Fig. 1: run 1, floorplan with the power grid
The bar under the picture is 20 um long. Pins as bars on the die edge. Tap cells in gray.
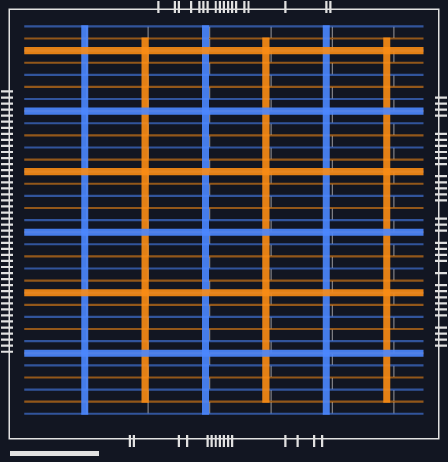
Fig. 2: run 1, cells colored by class
The bar under the picture is 20 um long.
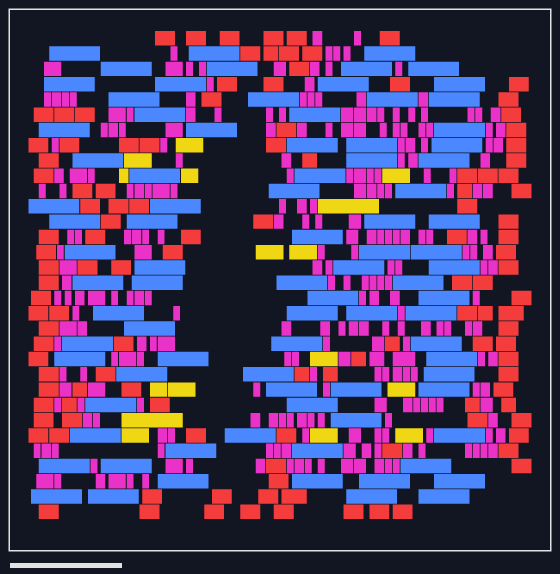
Fig. 3: run 1, clock wires, drivers and flops
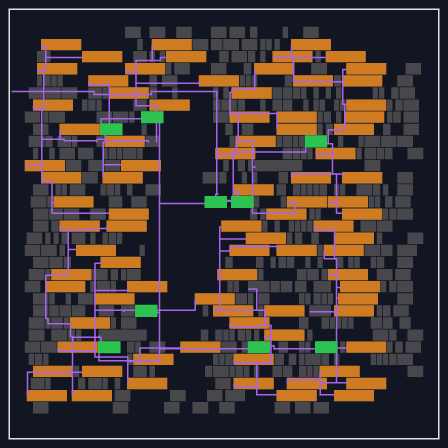
$ cat config.mk
export PLATFORM = sky130hd
export DESIGN_NAME = io_port_hub
export DESIGN_NICKNAME = d
export VERILOG_FILES = /design/src/rtl/io_port_hub.sv
export SDC_FILE = /design/constraint.sdc
export NUM_CORES = 1
export LEC_CHECK = 0
export ABC_AREA = 1
export CORE_MARGIN = 3
export CORE_UTILIZATION = 43
export DETAILED_ROUTE_END_ITERATION = 12
export GPL_ROUTABILITY_DRIVEN = 0
export PLACE_DENSITY = 0.75
export SETUP_SLACK_MARGIN = 0.3
export SLEW_MARGIN = 20
export SYNTH_ARGS = -nofsm -noshare
export SYNTH_HDL_FRONTEND = slang
export SYNTH_SLANG_ARGS = --single-unit
$ cat constraint.sdc
create_clock -name clk -period 2.2 [get_ports clk]
set_input_delay 0.44 -clock clk [delete_from_list [all_inputs] [get_ports clk]]
set_output_delay 0.44 -clock clk [all_outputs]
set_load 0.02 [all_outputs]
$ cat src/rtl/io_port_hub.sv
// I/O bus responder: per-port input holding registers,
// output registers with write strobes, and arrival interrupt.
module io_port_hub #(
  parameter int                NUBITS = 16,
  parameter int                NUIOIN = 2,
  parameter int                NUIOOU = 2,
  parameter logic [NUIOIN-1:0] ITRMSK = '0
) (
  input  logic                       clk,
  input  logic                       rst,
  input  logic [NUBITS-1:0]          io_out,
  input  logic [$clog2(NUIOOU)-1:0]  addr_out,
  input  logic                       out_en,
  input  logic [$clog2(NUIOIN)-1:0]  addr_in,
  input  logic                       req_in,
  output logic [NUBITS-1:0]          io_in,
  output logic                       itr,
  input  logic [NUIOIN*NUBITS-1:0]   in_data,
  input  logic [NUIOIN-1:0]          in_valid,
  output logic [NUIOIN-1:0]          in_ready,
  output logic [NUIOOU*NUBITS-1:0]   out_data,
  output logic [NUIOOU-1:0]          out_stb,
  output logic                       underflow
);

  localparam int AIW = $clog2(NUIOIN);
  localparam int AOW = $clog2(NUIOOU);

  logic [NUIOIN-1:0][NUBITS-1:0] hold_q, hold_d;
  logic [NUIOIN-1:0]             full_q, full_d;
  logic [NUBITS-1:0]             io_in_q, io_in_d;
  logic                          itr_q, itr_d;
  logic [NUIOOU-1:0][NUBITS-1:0] odat_q, odat_d;
  logic [NUIOOU-1:0]             stb_q, stb_d;
  logic                          unf_q, unf_d;
  logic [NUIOIN-1:0]             cap;
  logic                          hit;

  assign cap = in_valid & ~full_q;

  always_comb begin
    hold_d  = hold_q;
    full_d  = full_q;
    io_in_d = io_in_q;
    odat_d  = odat_q;
    unf_d   = unf_q;
    stb_d   = '0;
    hit     = 1'b0;
    itr_d   = |(cap & ITRMSK);
    for (int k = 0; k < NUIOIN; k++) begin
      if (cap[k]) begin
        hold_d[k] = in_data[k*NUBITS +: NUBITS];
        full_d[k] = 1'b1;
      end
      // A full port never captures, so drain and fill never collide.
      if (req_in && addr_in == AIW'(k) && full_q[k]) begin
        io_in_d   = hold_q[k];
        full_d[k] = 1'b0;
        hit       = 1'b1;
      end
    end
    if (req_in && !hit) begin
      io_in_d = '0;
      unf_d   = 1'b1;
    end
    for (int k = 0; k < NUIOOU; k++) begin
      if (out_en && addr_out == AOW'(k)) begin
        odat_d[k] = io_out;
        stb_d[k]  = 1'b1;
      end
    end
  end

  always_ff @(posedge clk or negedge rst) begin
    if (!rst) begin
      hold_q  <= '0;
      full_q  <= '0;
      io_in_q <= '0;
      itr_q   <= 1'b0;
      odat_q  <= '0;
      stb_q   <= '0;
      unf_q   <= 1'b0;
    end else begin
      hold_q  <= hold_d;
      full_q  <= full_d;
      io_in_q <= io_in_d;
      itr_q   <= itr_d;
      odat_q  <= odat_d;
      stb_q   <= stb_d;
      unf_q   <= unf_d;
    end
  end

  assign in_ready  = ~full_q;
  assign io_in     = io_in_q;
  assign itr       = itr_q;
  assign out_data  = odat_q;
  assign out_stb   = stb_q;
  assign underflow = unf_q;

endmodule
==> job_summary.md, run 1 <==
### Metrics collected by this job

| Metric | Value |
|---|---|
| Count of TritonRoute iterations in the first routing pass | 4 |
| Master cell of the clock root buffer | sky130_fd_sc_hd__clkbuf_8 |
| Number of antenna violations at the first check in global routing | 0 |
| Post-CTS setup buffer count | 0 |
| Worst setup timing slack at the placement stage | 0.424 ns |
| Final Max-Slew Violation Tally | 0 |
| Most frequent logic cells in the routed design | sky130_fd_sc_hd__nand2_1 (129), sky130_fd_sc_hd__clkdlybuf4s50_1 (105), sky130_fd_sc_hd__dfrtp_1 (85), sky130_fd_sc_hd__nand3_1 (46), sky130_fd_sc_hd__inv_1 (24) |
| Detail-routed via count per cell | 4.87 |
| Post-synth regs | 85 |
| Cell type with the largest total area | sky130_fd_sc_hd__dfrtp_1 |
| GR met3 Demand/Resource | 0.0907 |
| Startpoint Class | flop |
| Placed Instances | 569 |
| Met2 routing resource usage after global routing | 0.293 |
| Pin count of the biggest net entering global routing | 50 |
| Port Buffer Count | 108 |
| Worst path top cell family by delay | buffers and inverters |
| H-Tree Depth | 3 |
| RR Endpoint | hold_q[15]$_DFFE_PN0P_ |
| Antenna Cells | 0 |
| Synthesized chip area reported by yosys | 0.00350 mm^2 |
| Final routed wire length divided by cell count | 13.8 um |
| Crit Path Max Fanout | 2 |
| Number of global-route vias before repair | 2799 |
| Overall track demand over capacity in global routing | 0.187 |
| Count of library flops with an enable pin | 0 |
| MaxCap Viol Count | 0 |
| WP data required | 1.76 ns |
| Arrival time at the worst endpoint | 1.35 ns |
| Total tool warning count | 26 |
| Worst rel slew slack | 0.588 |
| Largest clock skew in the final design | 0.00788 ns |
| Power per standard cell area | 977 mW/mm^2 |
| Maximum count of clock buffers along a single path | 2 |
| # Cells Yosys | 372 |
| Die Height | 96.2 um |
| Detailed-route via count | 2849 |
| Endpoints failing setup | 0 |
| Latency at later pin | 0.35 ns |
| Fraction of synthesized cell area taken by the top area cell type | 0.608 |
| Number of warning messages in the yosys log | 0 |
| CP bufs+invs | 1 |
| Synthesized area per cell | 9.40 um^2 |
| Share of cells above drive strength 1 | 0.101 |
| Final period demand of the worst path | 1.79 ns |
| Status | finished, final reports clean |
| Multi-input gate area | 0.00111 mm^2 |
| Cell chain of the critical path | clkdlybuf4s50_1 |
| Clock buffers created by TritonCTS | 9 |
| Starting density of the core | 0.448 |
| Floorplan die area | 0.00925 mm^2 |
| Io pins | 110 |
| IR Drop Worst-Case VDD | 0.437 mV |
| DRC marker count from the first detailed-route iteration | 103 |
| Post-detail-place hpwl | 5.82 mm |
| Most frequently used cell type in the post-synthesis netlist | sky130_fd_sc_hd__nand2_1 |
| Crit. End Element | output pin |
| Detail Route Antenna Nets | 0 |
| Reg-to-reg setup timing slack | 0.93 ns |
| Number of standard cells in the final layout excluding fillers | 585 |
| Row count | 32 |
| Met1 capacity usage during global routing | 0.230 |
| Die X | 96.2 um |
| Register Area | 0.00213 mm^2 |
| Reg2reg start | full_q[0]$_DFFE_PN0P_ |
| Path class of the lowest-slack min-delay path | in2async |
| Most used flip-flop cell after synthesis | sky130_fd_sc_hd__dfrtp_1 |
| CP max stage delay | 0.64 ns |
| Most used standard cells in the synthesized netlist | sky130_fd_sc_hd__nand2_1 (129), sky130_fd_sc_hd__dfrtp_1 (85), sky130_fd_sc_hd__nand3_1 (46) |
| Total Neg Setup Slack | 0 ns |
| Clock transition at the registers of the reported paths | 0.08 ns |
| Wire length of the first global-routing pass | 13.2 mm |
| Transition time of the tightest slew-check pin | 0.619 ns |
| Type of the worst setup path | reg2out |
| Hold violation count in the final report | 0 |
| Global route overflow | 0 |
| Most common cell after layout, fill and taps aside | sky130_fd_sc_hd__nand2_1 |
| Syn_nets | 428 |
| Core Box Area | 0.00781 mm^2 |
| DRC errors left | 0 |
| Unrepaired setup endpoints after global routing | false |
| NumNets Final | 534 |
| Gr busiest metal | met2 |
| Post-synthesis cell count | 372 |
| Max Clock Freq | 560 MHz |
| Final worst setup slack | 0.413 ns |
| Async set or reset register ratio after synthesis | 1.00 |
| Part of the Yosys area used for sequential elements | 0.608 |
| TritonCTS clock tree | yes |
| Number of filler cells placed in the layout | 666 |
| Worst Reg2Reg Path Length in Cells | 5 |
| Final clock period utilization by the worst path | 0.812 |
| Sink count of the clock tree | 85 |
| Biggest area cells | sky130_fd_sc_hd__dfrtp_1 (61%), sky130_fd_sc_hd__nand2_1 (14%), sky130_fd_sc_hd__nand3_1 (6.6%) |
| Cell with the largest stage delay on the worst path | sky130_fd_sc_hd__clkdlybuf4s50_1 |
| Total Wirelength | 8.09 mm |
| Synthesized cell area | 0.00350 mm^2 |
| Layout Area Growth over Synthesis | 39.0% |
| Pleak | 2.37 nW |
| Distinct cell type count after synthesis | 19 |
-- Fig. 1 (at the start) --
- VSS: blue
- VDD: orange
- rows: 32
- met1 rails: 33
- met5 straps: 6

-- Fig. 2 (at the start) --
- clock drivers and dummy loads: yellow (cells 16; share of their area 4.9%)
- flops: blue (cells 85; share of their area 45%)
- other buffers and delay cells: red (cells 119; share of their area 25%)
- all other logic: magenta (cells 263; share of their area 25%)

-- Fig. 3 (at the start) --
- clock wires: purple (length 990 um)
- flip-flops: orange (count 85)
- cells driving clock nets: green (count 9)
- routed clock nets: 10
- flops lie: widely spread

-- run 1: metal layers --
metal | wire [um] | vias up
met1 | 3350 | 1336
met5 | 0 | -
met4 | 88 | 0
met3 | 942 | 9
met2 | 3710 | 98
li1 | - | 1406
-- run 1: where the power goes --
| group | switching [mW] | leakage, nW | internal [mW] | total [mW] |
|---|---|---|---|---|
| sequential | 0.221 | 1.06 | 1.94 | 2.17 |
| clock | 0.552 | 0.120 | 0.704 | 1.26 |
| combinational | 0.729 | 1.20 | 0.601 | 1.33 |
-- run 1: flip-flops by register name, indices dropped and copies added, names as in the netlist --
name	cells
io_in	16
hold_q	32
underflow	1
out_data	32
full_q	2
out_stb	2
-- run 1: cell type report --
| cell class | instances | area share |
|---|---|---|
| flip-flops and latches | 85 | 0.438 |
| well taps | 102 | 0.0263 |
| multi-input cells | 237 | 0.228 |
| repair buffers | 119 | 0.240 |
| inverters | 26 | 0.0201 |
| clock inverters | 5 | 0.0170 |
| clock buffers | 11 | 0.0311 |
-- run 1: through the flow --
| stage | power [mW] | utilization | hold WS (ns) | instance area, um^2 |
|---|---|---|---|---|
| final | 4.75 | 0.623 | 0.0958 | 4860 |
| after global routing | 5.03 | 0.623 | 0.130 | 4860 |
| after CTS | 4.80 | 0.622 | 0.112 | 4860 |
| after detailed placement | 3.53 | 0.592 | 0.460 | 4620 |
| after global placement | 3.49 | 0.592 | 0.454 | 4620 |
| after floorplan | 2.88 | - | 0.144 | 3500 |
-- run 1: cell families after synthesis --
kind of cell	count (synthesis)	share of synthesized area
simple gates	199	0.245
flops	85	0.608
buf+inv	50	0.0744
compound gates	37	0.0709
other cells	1	0.00107
-- run 1: worst max path at each step --
stage                       startpoint                     to  slack (ns)  cells past startpoint
5_1_grt        out_data[5]$_DFFE_PN0P_            out_data[5]        0.32                      1
6_report       out_data[5]$_DFFE_PN0P_            out_data[5]        0.41                      1
2_1_floorplan    full_q[1]$_DFFE_PN0P_            in_ready[1]        0.93                      3
3_5_place_dp                   addr_in   io_in[3]$_DFFE_PN0P_        0.42                      4
3_3_place_gp                    req_in  io_in[10]$_DFFE_PN0P_        0.46                      5
4_1_cts          full_q[1]$_DFFE_PN0P_            in_ready[1]        0.32                      2
-- run 1: repair_timing --
action	in CTS	in global routing
hold buffers	0	0
resized	0	2
setup endpoints to repair	0	2
==> inputs of run 2 (changes only) <==
Clock period 2.2 ns to 1.8 ns, I/O delays scaled along.
Fig. 4: run 2, cells colored by class
The bar under the picture is 20 um long.
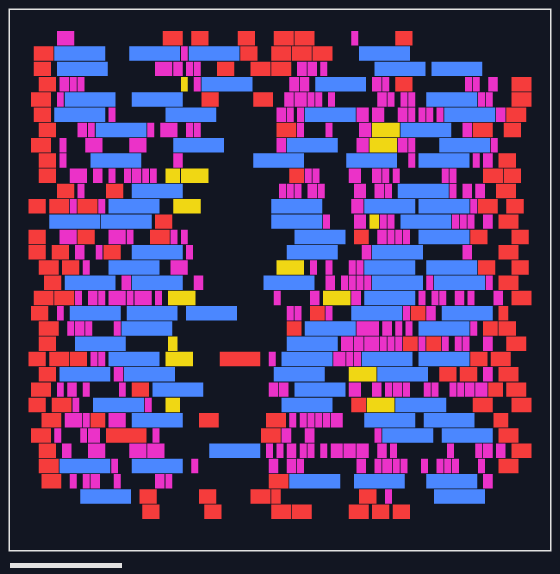
- clock drivers and dummy loads: yellow (cells 15; share of their area 3.6%)
- all other logic: magenta (cells 263; share of their area 26%)
- flops: blue (cells 85; share of their area 46%)
- other buffers and delay cells: red (cells 122; share of their area 25%)

==> run 2 against run 1 <==
Effect of this change: largest cell class unchanged; highest routed layer unchanged; die size is the same; largest power group unchanged; combinational power grew about 10%; cell count grew 0.34%.
==> job_summary.md, run 2 <==
### Metrics collected by this job

| Metric | Value |
|---|---|
| Most common cell after layout, fill and taps aside | sky130_fd_sc_hd__nand2_1 |
| Global route overflow | 0 (unchanged) |
| Total tool warning count | 27 (+3.8%) |
| Reg-to-reg setup timing slack | 0.59 ns (-0.34 ns) |
| Share of cell area taken by muxes after synthesis | 0 (unchanged) |
| Met2 routing resource usage after global routing | 0.288 (-0.00518) |
| Largest clock skew in the final design | 0.00654 ns (-0.00134 ns) |
| # Cells Yosys | 372 (unchanged) |
| Biggest area cells | sky130_fd_sc_hd__dfrtp_1 (61%), sky130_fd_sc_hd__nand2_1 (14%), sky130_fd_sc_hd__nand3_1 (6.6%) |
| Worst path top cell family by delay | flip-flops |
| Overall track demand over capacity in global routing | 0.181 (-0.00633) |
| DRC marker count from the first detailed-route iteration | 109 (+5.8%) |
| Antenna Cells | 0 (unchanged) |
| Post-synthesis cell count | 372 (unchanged) |
| Adder-Cell Fraction of Synth Area | 0 (unchanged) |
| Layout Area Growth over Synthesis | 36.3% |
| Floorplan die area | 0.00925 mm^2 (unchanged) |
| Maximum count of clock buffers along a single path | 2 (unchanged) |
| Master cell of the clock root buffer | sky130_fd_sc_hd__clkbuf_8 |
| Die Height | 96.2 um (unchanged) |
| Most used flip-flop cell after synthesis | sky130_fd_sc_hd__dfrtp_1 |
| Detailed-route via count | 2856 (+0.25%) |
| Distinct cell type count after synthesis | 19 (unchanged) |
| Startpoint Class | flop |
| RR Endpoint | hold_q[31]$_DFFE_PN0P_ |
| Cell area after placement | 0.00466 mm^2 (+0.87%) |
| Io pins | 110 (unchanged) |
| Power per standard cell area | 1110 mW/mm^2 (+14%) |
| Count of library flops with an enable pin | 0 (unchanged) |
| Gr busiest metal | met2 |
| Synthesized cell area | 0.00350 mm^2 (unchanged) |
| Cell type with the largest total area | sky130_fd_sc_hd__dfrtp_1 |
| Met1 capacity usage during global routing | 0.238 (+0.00807) |
| Number of standard cells in the final layout excluding fillers | 587 (+0.34%) |
| Clock buffers created by TritonCTS | 9 (unchanged) |
| Pin count of the biggest net entering global routing | 40 (-20%) |
| Fraction of synthesized cell area taken by the top area cell type | 0.608 (unchanged) |
| Worst Reg2Reg Path Length in Cells | 5 (unchanged) |
| Complex Gates by Area | 0.0709 (unchanged) |
| Final Cell Area | 0.00476 mm^2 (-2.0%) |
| Dominant combinational cell family by area after synthesis | simple AND/OR/NAND/NOR gates |
| Pleak | 2.47 nW (+4.1%) |
| Area share of xor/xnor cells in the synthesized design | 0 (unchanged) |
| Path class of the lowest-slack min-delay path | in2async |
| Synthesized area per cell | 9.40 um^2 (unchanged) |
| Post-CTS setup buffer count | 0 (unchanged) |
| Most frequently used cell type in the post-synthesis netlist | sky130_fd_sc_hd__nand2_1 |
| Reg2reg start | full_q[1]$_DFFE_PN0P_ |
| Cell with the largest stage delay on the worst path | sky130_fd_sc_hd__dfrtp_1 |
| Number of warning messages in the yosys log | 0 (unchanged) |
| Synthesized chip area reported by yosys | 0.00350 mm^2 (unchanged) |
| Cell chain of the critical path | dlygate4sd2_1 |
| Final clock period utilization by the worst path | 0.798 |
| Type of the worst setup path | reg2out |
| Total Wirelength | 8.09 mm (about the same) |
| Row count | 32 (unchanged) |
| Final Max-Slew Violation Tally | 0 (unchanged) |
| Unrepaired setup endpoints after global routing | false |
| Number of antenna violations at the first check in global routing | 0 (unchanged) |
| IR Drop Worst-Case VDD | 0.464 mV (+6.2%) |
| Detail Route Antenna Nets | 0 (unchanged) |
| MaxCap Viol Count | 0 (unchanged) |
| Total Neg Setup Slack | 0 ns (unchanged) |
| Post-synth regs | 85 (unchanged) |
| Number of global-route vias before repair | 2744 (-2.0%) |
| Final period demand of the worst path | 1.44 ns |
| Latency at later pin | 0.34 ns (about the same) |
| NumNets Final | 537 (+0.56%) |
| Die X | 96.2 um (unchanged) |
| Fraction of the mapped netlist area in simple logic gates | 0.245 (unchanged) |
| Async set or reset register ratio after synthesis | 1.00 (unchanged) |
| Endpoints failing setup | 0 (unchanged) |
| Syn_nets | 428 (unchanged) |
| Share of cells above drive strength 1 | 0.105 (+0.00371) |
| CP max stage delay | 0.41 ns (-0.23 ns) |
| Status | finished, final reports clean |
| DRC errors left | 0 (unchanged) |
| Starting density of the core | 0.448 (unchanged) |
| Crit. End Element | output pin |
| WP data required | 1.44 ns (-0.32 ns) |
| Most frequent logic cells in the routed design | sky130_fd_sc_hd__nand2_1 (129), sky130_fd_sc_hd__dfrtp_1 (85), sky130_fd_sc_hd__clkdlybuf4s50_1 (54), sky130_fd_sc_hd__dlygate4sd2_1 (51), sky130_fd_sc_hd__nand3_1 (46) |
| Detail-routed via count per cell | 4.87 (about the same) |
| Wire length of the first global-routing pass | 12.9 mm (-2.8%) |
| Final routed wire length divided by cell count | 13.8 um (-0.32%) |
| H-Tree Depth | 3 (unchanged) |
| CP bufs+invs | 1 (unchanged) |
| Core Box Area | 0.00781 mm^2 (unchanged) |
| Count of TritonRoute iterations in the first routing pass | 4 (unchanged) |
| Max Clock Freq | 696 MHz |
| Placed Instances | 571 (+0.35%) |
| Sink count of the clock tree | 85 (unchanged) |
==> run 2: cell counts after synthesis <==
Identical to the previous run, type by type.
==> run 2: report_power, final <==
part	internal [mW]	switching, mW
Clock	0.527	0.638
Combinational	0.589	0.880
Sequential	2.38	0.281
Total	3.49	1.80
==> run 2: cells by family (layout without fill, tap and decap cells) <==
logic type	count (synthesis)	in the layout
simple gates	199	199
flops	85	85
buf+inv	50	163
compound gates	37	37
other cells	1	1
==> run 2: how the worst max path moves through the flow <==
stage                            end                      from  cells after the start  slack, ns
2_1_floorplan            in_ready[1]     full_q[1]$_DFFE_PN0P_                      3       0.61
3_3_place_gp   full_q[0]$_DFFE_PN0P_                    req_in                      4       0.23
3_5_place_dp   full_q[0]$_DFFE_PN0P_                    req_in                      4       0.17
4_1_cts                  in_ready[1]     full_q[1]$_DFFE_PN0P_                      2       0.28
5_1_grt                 out_data[13]  out_data[13]$_DFFE_PN0P_                      1       0.31
6_report                    io_in[5]      io_in[5]$_DFFE_PN0P_                      1       0.36
==> run 2: final cells by class <==
class                   count  area (um^2)
fillers                   689         3040
flip-flops and latches     85         2130
repair buffers            122         1140
multi-input cells         237         1110
clock buffers              11          141
well taps                 102          128
inverters                  26         97.6
clock inverters             4         25.0
==> run 2: metal layers <==
layer / wire length [um] / up-vias
met5: 0 / -
met4: 70 / 0
met3: 694 / 7
met2: 3760 / 100
met1: 3570 / 1337
li1: - / 1412
==> run 2: repair_timing <==
item                                   CTS  global route
hold buffers                             1             0
endpoints found under the hold margin   25             0
setup endpoints to repair               53             2
gates resized                           53             4
==> run 2: per-stage QoR <==
stage	worst slack (ns)	util	power (mW)
after floorplan	0.615	-	3.52
after global placement	0.228	0.597	4.28
after detailed placement	0.166	0.597	4.33
after CTS	0.282	0.611	5.35
after global routing	0.311	0.610	5.64
final	0.364	0.610	5.29
==> inputs of run 3 (changes only) <==
Clock period 1.8 ns to 1.5 ns, I/O delays scaled along.
Fig. 5: run 3, cells colored by class
The bar under the picture is 20 um long.
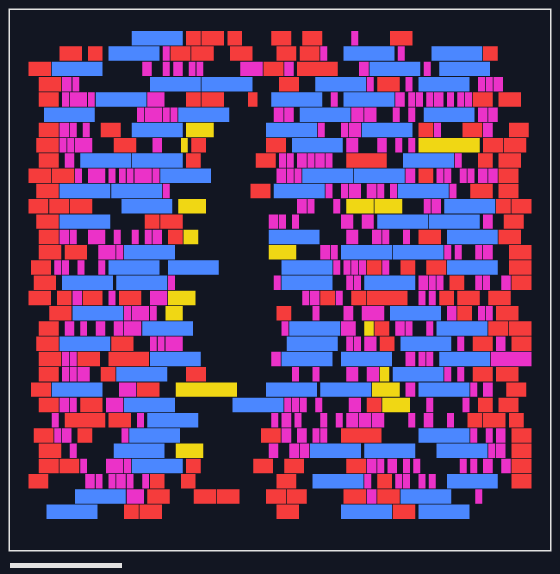
- clock drivers and dummy loads: yellow (cells 16; share of their area 4.2%)
- all other logic: magenta (cells 263; share of their area 24%)
- flops: blue (cells 85; share of their area 42%)
- other buffers and delay cells: red (cells 150; share of their area 30%)

==> run 3 against run 2 <==
Effect of this change: critical path depth grew 1; area after synthesis is the same; first-iteration DRC count shrank 39%; power grew 37%; largest cell class unchanged; largest power group unchanged.
==> job_summary.md, run 3 <==
### Metrics collected by this job

| Metric | Value |
|---|---|
| Final Max-Slew Violation Tally | 0 (unchanged) |
| # Cells Yosys | 372 (unchanged) |
| Sink count of the clock tree | 85 (unchanged) |
| Synthesized area per cell | 9.40 um^2 (unchanged) |
| WP data required | 1.20 ns (-0.24 ns) |
| Master cell of the clock root buffer | sky130_fd_sc_hd__clkbuf_8 |
| CP max stage delay | 0.40 ns (about the same) |
| Most frequent logic cells in the routed design | sky130_fd_sc_hd__nand2_1 (129), sky130_fd_sc_hd__dfrtp_1 (85), sky130_fd_sc_hd__clkdlybuf4s50_1 (54), sky130_fd_sc_hd__buf_6 (53), sky130_fd_sc_hd__nand3_1 (46) |
| Final period demand of the worst path | 1.23 ns |
| Final worst setup slack | 0.270 ns (-0.0940 ns) |
| Synthesized chip area reported by yosys | 0.00350 mm^2 (unchanged) |
| Cell with the largest stage delay on the worst path | sky130_fd_sc_hd__dfrtp_1 |
| Share of cells above drive strength 1 | 0.255 (+0.150) |
| DRC marker count from the first detailed-route iteration | 66 (-39%) |
| Cell chain of the critical path | inv_2 -> buf_6 |
| NumNets Final | 565 (+5.2%) |
| Total tool warning count | 28 (+3.7%) |
| Wire length of the first global-routing pass | 13.8 mm (+7.5%) |
| Biggest area cells | sky130_fd_sc_hd__dfrtp_1 (61%), sky130_fd_sc_hd__nand2_1 (14%), sky130_fd_sc_hd__nand3_1 (6.6%) |
| Path class of the lowest-slack min-delay path | in2async |
| Tightest hold margin | 0.438 ns |
| Status | finished, final reports clean |
| Clock buffers created by TritonCTS | 9 (unchanged) |
| Cell type with the largest total area | sky130_fd_sc_hd__dfrtp_1 |
| Row count | 32 (unchanged) |
| Number of warning messages in the yosys log | 0 (unchanged) |
| Power per standard cell area | 1390 mW/mm^2 (+25%) |
| Global route overflow | 0 (unchanged) |
| Die X | 96.2 um (unchanged) |
| Overall track demand over capacity in global routing | 0.192 (+0.0119) |
| Pleak | 2.65 nW (+7.4%) |
| Crit. End Element | output pin |
| Syn_nets | 428 (unchanged) |
| Most used flip-flop cell after synthesis | sky130_fd_sc_hd__dfrtp_1 |
| Starting density of the core | 0.448 (unchanged) |
| Placed Instances | 575 (+0.70%) |
| Final routed wire length divided by cell count | 13.9 um (+0.52%) |
| Core Box Area | 0.00781 mm^2 (unchanged) |
| MaxCap Viol Count | 0 (unchanged) |
| Type of the worst setup path | reg2out |
| Worst setup timing slack at the placement stage | -0.0205 ns (-0.187 ns) |
| Total Wirelength | 8.54 mm (+5.5%) |
| Post-synth regs | 85 (unchanged) |
| H-Tree Depth | 3 (unchanged) |
| Endpoints failing setup | 0 (unchanged) |
| Startpoint Class | flop |
| Number of cells on the critical path | 2 (+1) |
| Most frequently used cell type in the post-synthesis netlist | sky130_fd_sc_hd__nand2_1 |
| Count of TritonRoute iterations in the first routing pass | 5 (+1) |
| Layout Area Growth over Synthesis | 49.6% |
| Detailed-route via count | 2971 (+4.0%) |
| Detail Route Antenna Nets | 0 (unchanged) |
| Unrepaired setup endpoints after global routing | true |
| Distinct cell type count after synthesis | 19 (unchanged) |
| Latency at later pin | 0.35 ns (about the same) |
| Antenna Cells | 0 (unchanged) |
| Io pins | 110 (unchanged) |
| DRC errors left | 0 (unchanged) |
| Post-synthesis cell count | 372 (unchanged) |
| Floorplan die area | 0.00925 mm^2 (unchanged) |
| Maximum count of clock buffers along a single path | 2 (unchanged) |
| Pin count of the biggest net entering global routing | 35 (-13%) |
| Most common cell after layout, fill and taps aside | sky130_fd_sc_hd__nand2_1 |
| Overall power consumption | 7.27 mW (+37%) |
| Largest clock skew in the final design | 0.0120 ns (+0.00541 ns) |
-- run 3: kinds of logic after synthesis --
| group | share of synthesized area |
|---|---|
| simple gates | 0.245 |
| buf+inv | 0.0744 |
| flops | 0.608 |
| other cells | 0.00107 |
| compound gates | 0.0709 |
-- run 3: layout make-up --
class	instances	area [um^2]
timing repair buffer	150	1540
sequential	85	2130
clock inverter	6	86.3
clock buffer	10	128
fill	642	2580
multi-input combinational	237	1130
tap	102	128
inverter	26	97.6
-- run 3: power by group --
group	switching (mW)	internal, mW
clock network	0.820	0.939
logic	1.15	1.15
registers	0.367	2.85
total	2.33	4.94
-- run 3: layer usage --
layer	vias up	wire length, um	share of wire	GRT usage
met5	-	0	0	0
met4	0	110	0.013	0.0664
met3	8	704	0.082	0.0539
met2	111	4080	0.48	0.308
met1	1392	3650	0.43	0.251
li1	1460	-	-	-
-- run 3: per-stage QoR --
stage | cell area [um^2] | TNS [ns]
final | 5230 | 0
after global routing | 5230 | 0
after CTS | 5100 | 0
after detailed placement | 4740 | -0.0205
after global placement | 4740 | 0
after floorplan | 3500 | 0
-- run 3: path summary, 6_finish.rpt --
check,end,from,slack (ns)
max,in_ready[1],full_q[1]$_DFFE_PN0P_,0.27
min,hold_q[12]$_DFFE_PN0P_,rst,0.44
max reg2reg,hold_q[31]$_DFFE_PN0P_,full_q[1]$_DFFE_PN0P_,0.37
min reg2reg,hold_q[23]$_DFFE_PN0P_,hold_q[23]$_DFFE_PN0P_,0.48
max in group asynchronous,out_data[21]$_DFFE_PN0P_,rst,0.56
min in group clk,hold_q[23]$_DFFE_PN0P_,hold_q[23]$_DFFE_PN0P_,0.48
-- run 3: what timing repair did --
item | 4_1_cts | 5_1_grt
setup buffers | 15 | 9
hold buffers | 1 | 0
gates resized | 302 | 18
endpoints found under the hold margin | 26 | 0
setup endpoints to repair | 55 | 53
No activity file was given, so power comes from the tool's default toggle rates.
